**Clock wires, drivers and flops**

Bar = 20 um.
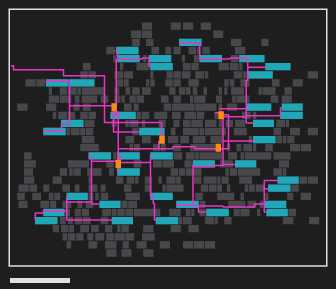
**Sequential cells colored by netlist name**

Bar = 20 um.
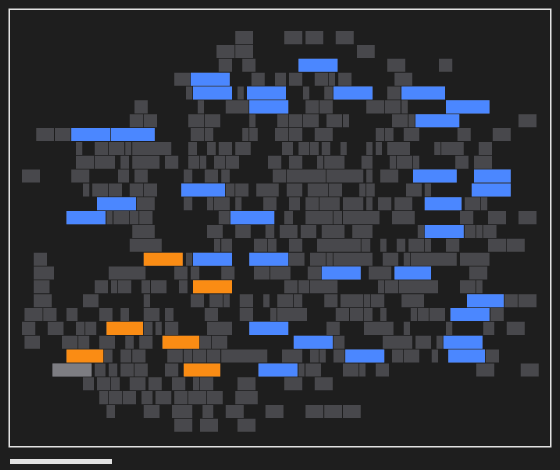
**Wire density map**

The die is cut into 21 by 17 equal tiles; dark blue is low, red is high, scaled to the fullest tile. Values are wire area over tile area, all layers added.
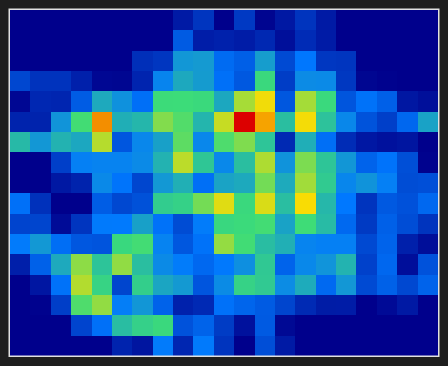
**Drive-strength map**

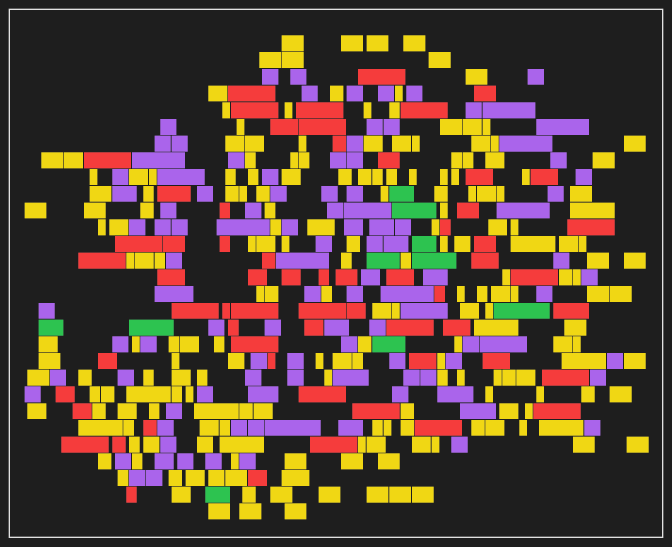
**Cell placement**

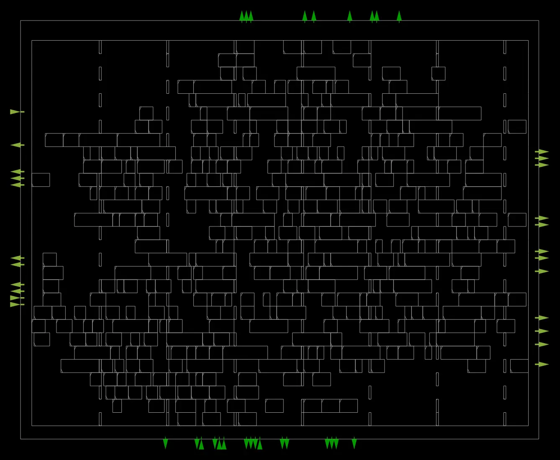
==> config.mk <==
export PLATFORM = sky130hd
export DESIGN_NAME = pipeline_controller
export DESIGN_NICKNAME = d
export VERILOG_FILES = /design/src/rtl/cpu_pkg.sv /design/src/rtl/sat_counter.sv /design/src/rtl/pipeline_controller.sv
export SDC_FILE = /design/constraint.sdc
export NUM_CORES = 1
export LEC_CHECK = 0
export ABC_AREA = 0
export CAP_MARGIN = 20
export CORE_ASPECT_RATIO = 0.8
export CORE_MARGIN = 2
export CORE_UTILIZATION = 25
export CTS_BUF_LIST = sky130_fd_sc_hd__clkbuf_2
export CTS_CLUSTER_SIZE = 40
export DETAILED_ROUTE_END_ITERATION = 6
export PLACE_DENSITY_LB_ADDON = 0.2
export SYNTH_ARGS = -nofsm -noshare
export SYNTH_HDL_FRONTEND = slang
export SYNTH_SLANG_ARGS = --single-unit
==> constraint.sdc <==
create_clock -name clk -period 1.9 [get_ports clk]
set_input_delay 0.19 -clock clk [delete_from_list [all_inputs] [get_ports clk]]
set_output_delay 0.19 -clock clk [all_outputs]
set_load 0.02 [all_outputs]
==> impl_metrics.ini <==
; implementation run metrics
[drt]
dr.pass1.iters = 4
wl_met1_mm = 3.090
drc_errors = 0
wl_met2_mm = 2.854
vias_per_cell = 4.601
drt_iter0_drc = 59
routed-wl-met3_um = 257
postRouteAntennaNets = 0
top_layer = met4

[grt]
top_usage_layer = met2
grtUsageMet3 = 0.03267
grt_antenna_before_repair = 0
grt_pass1_wl_mm = 10.14
globalRouteOverflowTotal = 0
use_met2 = 0.2176
grt_max_degree = 30
gr-usage-met1 = 0.1898
first_global_vias = 2149

[critical_path]
cp.required_ps = 2200
cpPeakStageDelay_ps = 390
worst-path-max-fanout = 8
path_buffers = 4
worst_setup_path_end_kind = flip-flop
crit_family = simple AND/OR/NAND/NOR gates
cp-start-kind = flip-flop
path_class = flip-flop to flip-flop
cp_slowest_cell = dfxtp_4
path_common_cell = buf_4
cp_cell_sequence = nand4_1 > buf_4 > nor4_4 > buf_4 > and2_4 > buf_8 > buf_4 > nor4_2 > xnor2_1 > nor2_1
cp_data_arrival_time_ps = 2290
crit_cells = 10
reg2reg_depth = 10
ff2ff_setup_slack_ps = -90

[sta]
fin_crit_sh = 1.048
maxSlewViolCount = 0
max_slew_margin = 0.5846
fmax_mhz = 502.2
rsz0062_at_grt = true
fin_ws_ps = -91.38
hold_viol = 0
setup_violations = 30
worst_pin_slew_ps = 618.9
hold_ws_ps = 539.7
fin_crit_ps = 1991
fin_tns_setup_ps = -1794

[final_layout]
largest_class = multi-input combinational cells
clock_area_frac = 0.01031
layout_top_cells = 78 x buf_4, 39 x clkdlybuf4s50_1, 34 x nor2_1, 28 x xnor2_1, 23 x dfxtp_2
nClkBuffers = 6
comb-cell-share = 0.3948
comb_cells = 193
diodes = 0
layout-drive-gt1-share = 0.4681
buf_share = 0.3241
mostFrequentLayoutCell = buf_4
fin_nets = 384
comb_area_um2 = 1438
nNonClkInverters = 4
largest_reg_flops = 32

[logic_synthesis]
synthTopCellsByCount = 39 x dfxtp_1, 37 x nor2_1, 29 x xnor2_1
top_cells_by_area = dfxtp_1 37%, xnor2_1 12%, nor2_1 6.7%
postSynthSeqShare = 0.3745
yosysChipArea_um2 = 2084
netlist_area_um2 = 2084
synth_top_flop_cell = dfxtp_1
ys_warn_count = 0
synthTopLogicFamily = simple AND/OR/NAND/NOR gates
yosys_register_bits = 39
ys_types = 36
synthMuxAreaShare = 0
async_reset_ff_frac = 0
aoi_share = 0.06483
synth_nets = 260
yosys_cells = 251
yosys.area.top_type = dfxtp_1
postSynthCellCount = 251
synthSimpleGateAreaFrac = 0.3661
most_common_cell = dfxtp_1
synthXorXnorAreaFrac = 0.1345
yosys.area.top_type_share = 0.3745
ys_sh_adder = 0.01200
avgSynthCellArea_um2 = 8.305
edf_count = 0

[min_path]
hp-class = primary input to flip-flop
holdPathStages = 3

[placement]
port_buffers = 47
hpwl_mm = 4.466
placed_cell_area_um2 = 3157
dp.cells = 456
gp_congestion = 0.7646
dp_slack_ps = -244.6

[power_and_ir_drop]
leakage_nw = 1.376
powerComb_mw = 0.452
top_power_group = registers
p_total_mw = 1.682
p_sw_frac = 0.3135
power_frac_comb = 0.269
internal-power_mw = 1.154
powerDensity_nw_per_um2 = 461.8
vdd_ir_drop_max_mv = 0.2858
power_frac_seq = 0.512
power_switching_mw = 0.5271

[run]
tool_warnings = 29
max_cap_violations = 0

[clock_network]
cts_buffer_depth = 2
post_cts_buffers = 7
clk_pin_slew_worst_paths_ps = 210
cts_resized = 49
cts_root_buffer = clkbuf_2
cts.sinks = 39
cts_tree = yes
cts_htree_levels = 2
cts_hold_buf = 0
numCtsBuffers = 5

[run_status]
status = complete, but fails checks
violations = setup timing

[die]
initCoreUtil = 0.2599
num_rows = 29
chipArea_um2 = 9089
die_h_um = 85.67
pin_count = 48
die_x_um = 106.1
About 'clock wires, drivers and flops':
[cyan] flip-flops | count: 39
[magenta] clock wires | length: 573 um
[orange] clock drivers | count: 5
flops lie	widely spread
Clock Power: 0.369 mW
Clock Skews: 24.95 ps
Latency at later pin: 390 ps
Clock power frac: 0.219

About 'sequential cells colored by netlist name':
color	name in the netlist	placed flops
orange	`r_cnt`	6
blue	`u_stall_cnt.count`	32
not colored	1
sequential share of cell area: 0.2296
seq pwr: 0.861 mW
Util after Layout: 0.4540
register area: 835.8 um^2

About 'wire density map':
emptiest ninth of the die	upper left
fullest tile	0.49
nearly empty tiles	23%
densest ninth of the die	center
final WL: 6.254 mm
via count: 2227
Wirelength per Cell: 12.92 um
Total GRT Usage: 0.1380

About 'drive-strength map':
color	size	cells	share
green	_6 and larger	10	2.7%
yellow	_0 and _1 cells	200	53%
purple	_3 and _4 cells	105	28%
red	_2 cells	61	16%
area delta synth->final: 74.67%
post-layout instance area: 3641 um^2
worst setup slack after layout: -91.38 ps
Non-CTS buffers: 132

About 'cell placement':
filler cell count: 805
Final Instance Count excl. Fillers: 484
Flops: 39
well tap count: 108
core area: 8019 um^2

No activity file was given, so power comes from the tool's default toggle rates.
